Fig. 1: run 1, clock distribution
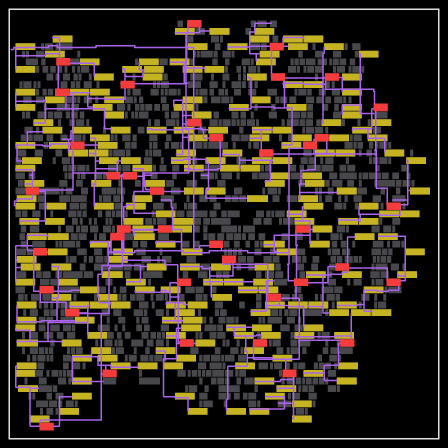
Fig. 2: run 1, track usage over the die
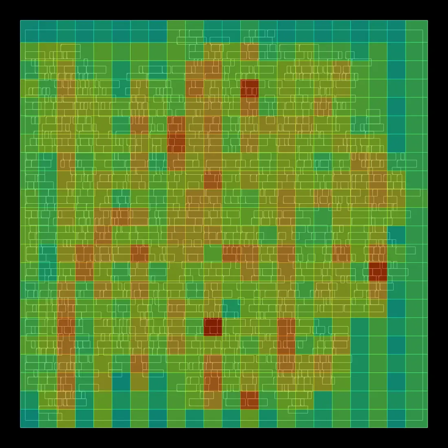
Fig. 3: run 1, selected gate families
Bar = 50 um.
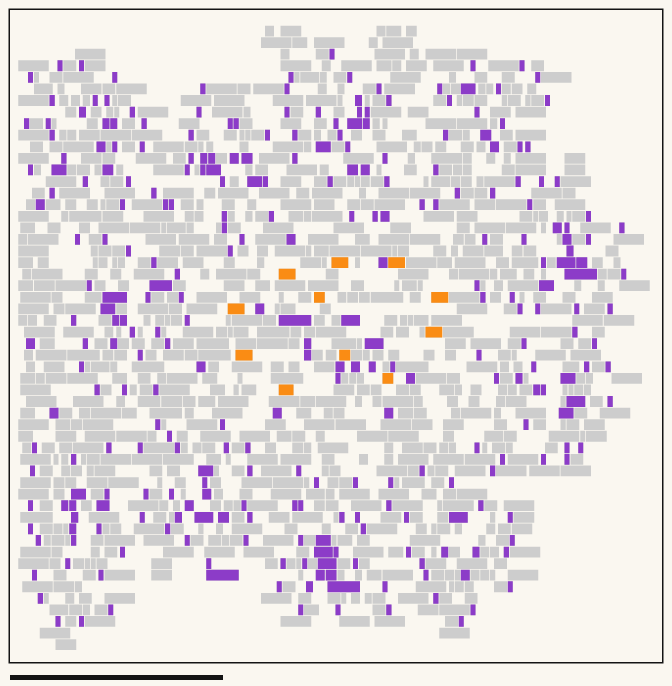
Fig. 4: run 1, routed metal, one color a layer
Bar = 50 um.
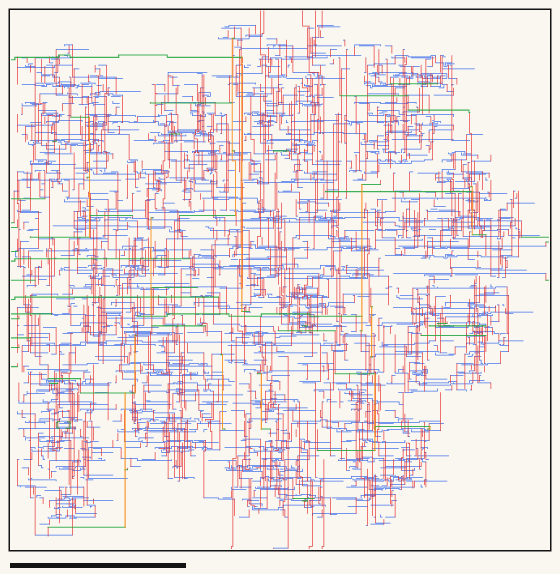
==> src/rtl/bf_input_conditioner.sv <==
// bf_input_conditioner: synchronize, debounce and one-hot-qualify panel inputs; `define BF_INPUT_AUTO_REPEAT_EN adds lft/rgt auto-repeat
module bf_input_conditioner #(
  parameter int SYNC_STAGES   = 2,
  parameter int DB_LIMIT      = 50000,
  parameter int REPEAT_DELAY  = 25000000,
  parameter int REPEAT_PERIOD = 5000000
) (
  input  logic       clk,
  input  logic       rst_n,
  input  logic       raw_lft,
  input  logic       raw_rgt,
  input  logic       raw_ctl,
  input  logic [7:0] raw_key,
  output logic       lft,
  output logic       rgt,
  output logic       ctl,
  output logic [7:0] key,
  output logic       chord
);
  localparam int CW = $clog2(DB_LIMIT);
  typedef enum logic [1:0] {IDLE, HELD, LOCK} state_e;
  logic [10:0] raw, s, db;
  logic [10:0] sync_q [SYNC_STAGES];
  state_e state_q, state_d;
  logic [7:0] kc_q, kc_d, key_q, key_d, qk;
  logic chord_q, chord_d, one_hot;
  if (SYNC_STAGES < 2 || DB_LIMIT < 2 || REPEAT_DELAY < 1 || REPEAT_PERIOD < 1) begin : g_bad_cfg
    $error("bf_input_conditioner: invalid parameters");
  end
  assign raw = {raw_key, raw_ctl, raw_rgt, raw_lft};
  assign s = sync_q[SYNC_STAGES-1];
  // synchronizer chain shared by all eleven raw bits
  always_ff @(posedge clk)
    if (!rst_n) for (int i = 0; i < SYNC_STAGES; i++) sync_q[i] <= '0;
    else begin
      sync_q[0] <= raw;
      for (int i = 1; i < SYNC_STAGES; i++) sync_q[i] <= sync_q[i-1];
    end
  for (genvar g = 0; g < 11; g++) begin : g_db
    logic q_q;
    logic [CW-1:0] cnt_q;
    assign db[g] = q_q;
    // level flips only after DB_LIMIT consecutive disagreeing samples
    always_ff @(posedge clk)
      if (!rst_n) begin
        q_q   <= 1'b0;
        cnt_q <= '0;
      end else if (s[g] == q_q) cnt_q <= '0;
      else if (cnt_q == CW'(DB_LIMIT-1)) begin
        q_q   <= s[g];
        cnt_q <= '0;
      end else cnt_q <= cnt_q + 1'b1;
  end
  assign ctl = db[2];
  assign qk = db[10:3];
  assign one_hot = (qk != '0) && ((qk & (qk - 8'd1)) == '0);
  // keypad state register and registered outputs
  always_ff @(posedge clk)
    if (!rst_n) begin
      state_q <= IDLE;
      kc_q    <= '0;
      key_q   <= '0;
      chord_q <= 1'b0;
    end else begin
      state_q <= state_d;
      kc_q    <= kc_d;
      key_q   <= key_d;
      chord_q <= chord_d;
    end
  // keypad next state: any chord locks until every key is released
  always_comb begin
    state_d = state_q;
    kc_d = kc_q;
    case (state_q)
      IDLE: if (one_hot) begin
        state_d = HELD;
        kc_d = qk;
      end else if (qk != '0) state_d = LOCK;
      HELD: state_d = (qk == kc_q) ? HELD : (qk == '0) ? IDLE : LOCK;
      default: state_d = (qk == '0) ? IDLE : LOCK;
    endcase
  end
  // keypad outputs decoded from the next state
  always_comb begin
    key_d = (state_d == HELD) ? kc_d : '0;
    chord_d = (state_d == LOCK);
  end
  assign key = key_q;
  assign chord = chord_q;
`ifdef BF_INPUT_AUTO_REPEAT_EN
  localparam int RW = $clog2(REPEAT_DELAY + REPEAT_PERIOD);
  logic [1:0] dip;
  for (genvar g = 0; g < 2; g++) begin : g_rep
    logic [RW-1:0] rc_q;
    assign dip[g] = db[g] && (rc_q == RW'(REPEAT_DELAY-1));
    // hold-time counter; wraps back to the first dip point every REPEAT_PERIOD
    always_ff @(posedge clk)
      if (!rst_n || !db[g]) rc_q <= '0;
      else rc_q <= (rc_q == RW'(REPEAT_DELAY+REPEAT_PERIOD-2)) ? RW'(REPEAT_DELAY-1) : rc_q + 1'b1;
  end
  assign lft = db[0] & ~dip[0];
  assign rgt = db[1] & ~dip[1];
`else
  assign lft = db[0];
  assign rgt = db[1];
`endif
endmodule
==> config.mk <==
export PLATFORM = sky130hd
export DESIGN_NAME = bf_input_conditioner
export DESIGN_NICKNAME = d
export VERILOG_FILES = /design/src/rtl/bf_input_conditioner.sv
export SDC_FILE = /design/constraint.sdc
export NUM_CORES = 1
export LEC_CHECK = 0
export CORE_MARGIN = 1.5
export CORE_UTILIZATION = 42
export CTS_BUF_LIST = sky130_fd_sc_hd__clkbuf_2 sky130_fd_sc_hd__clkbuf_4 sky130_fd_sc_hd__clkbuf_8
export DETAILED_ROUTE_END_ITERATION = 16
export DONT_BUFFER_PORTS = 1
export SYNTH_ARGS = -nofsm -noshare
export SYNTH_HDL_FRONTEND = slang
export SYNTH_SLANG_ARGS = --single-unit
==> constraint.sdc <==
create_clock -name clk -period 1.6 [get_ports clk]
set_input_delay 0.24 -clock clk [delete_from_list [all_inputs] [get_ports clk]]
set_output_delay 0.24 -clock clk [all_outputs]
set_load 0.01 [all_outputs]
==> metrics.yaml, run 1 <==
failing_checks: "negative setup slack"
startpoint_type: "flop"
cts_root_buffer: "clkbuf_8"
nonClockBufferCount: 92
drt_pass1_iterations: 4
dr.max_layer_used: "met4"
design.final.nets: 1169
run_status: "finished, violations left"
synth_cell_type_count: 42
ff_type: "dfxtp_1"
synth_simple_gate_area_share: 0.280
cp-startpoint: "g_db[6].q_q"
final.setup.worst_slack_ns: -0.0720
setup_viol: 15
maxSlewHeadroom: 0.793
fa_ha_area_frac: 0.0145
placer_congestion_estimate: 0.787
rsz0062_at_grt: "true"
seq_area_frac: 0.395
powerDensity_mw_per_mm2: 993
placedInstanceArea_mm2: 0.0103
About Fig. 1:
purple -> clock wires  # length 3080 um
red -> cells driving clock nets  # count 39
yellow -> flip-flops  # count 228
routed clock nets = 40
clock network power: 5610 uW
clk_lat worst skew: 0.53 ns
Clk pwr share: 0.488
worst clock skew on the final layout: 0.0217 ns

About Fig. 2:
post-layout utilization of the core: 0.527
most crowded layer after global routing: met2
final routed wire length divided by cell count: 11.7 um
overall global routing resource usage: 0.146
global-route track usage on met2: 0.239

About Fig. 3:
orange -> AND-OR and OR-AND gates  # cells 11, where middle
purple -> NOR gates  # cells 286, where widely spread
Finished Layout Cells: 1454
multi-input gate share of total cell area: 0.422

About Fig. 4:
green -> met3  # wire length 681 um
orange -> met4  # wire length 368 um
blue -> met1  # wire length 8260 um
red -> met2  # wire length 7700 um

==> run 1 -> run 2 <==
Settings changed: ABC_CLOCK_PERIOD_IN_PS set to 1600.
Fig. 5: run 2, cell area per tile
15 x 15 tiles, from dark blue (low) to red (high), 0 to 100% covered.
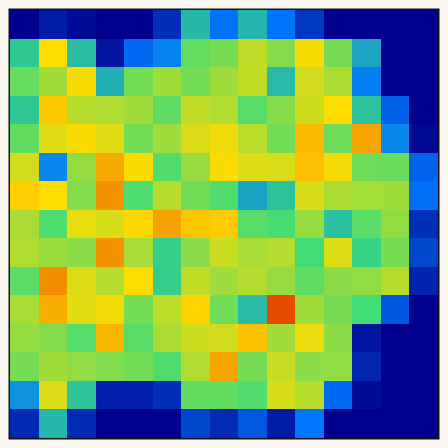
nearly empty tiles = 12%
fullest tile = 92%
tiles over 75% full = 8.9%
starting utilization of the core area: 0.431
area of the core: 0.0220 mm^2

==> metrics.yaml, run 2 <==
run_status: "finished, violations left"  # unchanged
failing_checks: "negative setup slack"  # unchanged
switching_power_total_uw: 2370  # unchanged
synth_cell_type_count: 42  # unchanged
synth_simple_gate_area_share: 0.280  # unchanged
avgRoutedWirePerCell_um: 11.7  # unchanged
final.setup_skew_ns: 0.0217  # unchanged
met2_usage: 0.239  # unchanged
power.share.clock: 0.488  # about the same
cp-startpoint: "g_db[6].q_q"  # unchanged
fa_ha_area_frac: 0.0145  # unchanged
ff_type: "dfxtp_1"  # unchanged
cts_root_buffer: "clkbuf_8"  # unchanged
dr.max_layer_used: "met4"  # unchanged
design.final.nets: 1169  # unchanged
initial_antenna_violation_count: 0  # unchanged
hold_start: "rst_n"  # unchanged
layout.core_utilization: 0.527  # unchanged
postRouteAntennaNets: 0  # unchanged
grt_most_used_layer: "met2"  # unchanged
powerDensity_mw_per_mm2: 993  # unchanged
layout.cells.most_common: "dfxtp_1"  # unchanged
timing.critical_path.required_ns: 2.04  # about the same
nonClockBufferCount: 92  # unchanged
pg_clk_uw: 5610  # about the same
final.setup.worst_slack_ns: -0.0720  # unchanged
startpoint_type: "flop"  # unchanged
post_cts_resize_count: 3  # unchanged
placer_congestion_estimate: 0.787  # unchanged
finalNonFillerCells: 1454  # unchanged
tool_warnings: 29  # unchanged
grt_overflow_total: 0  # unchanged
placedInstanceArea_mm2: 0.0103  # unchanged
maxSlewHeadroom: 0.793  # unchanged
min_path_cells: 3  # unchanged
critical_path.cell_chain: "nor4_4 > nor3b_2 > nand3b_1 > a21oi_4 > buf_12 > mux2i_1"  # unchanged
grt_start_max_net_pins: 65  # unchanged
clkLatencyLatePin_ns: 0.53  # about the same
rsz0062_at_grt: "true"  # unchanged
setup_viol: 15  # unchanged
reg2reg_depth: 6  # unchanged
global_route.usage.total: 0.146  # unchanged
comb-cell-share: 0.422  # unchanged
Fig. 6: run 2, track usage over the die
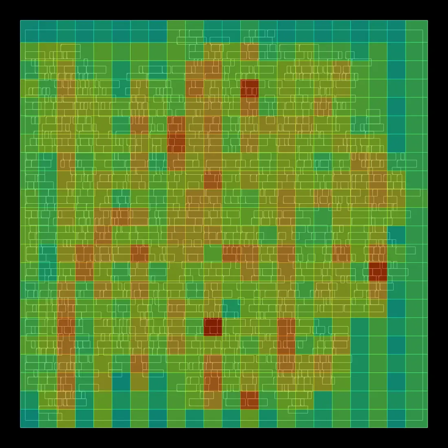
met1 layer usage reported by global route: 0.185
global-route track usage on met3: 0.0352

Power figures rest on the tool's default switching activity, not on a simulated workload.
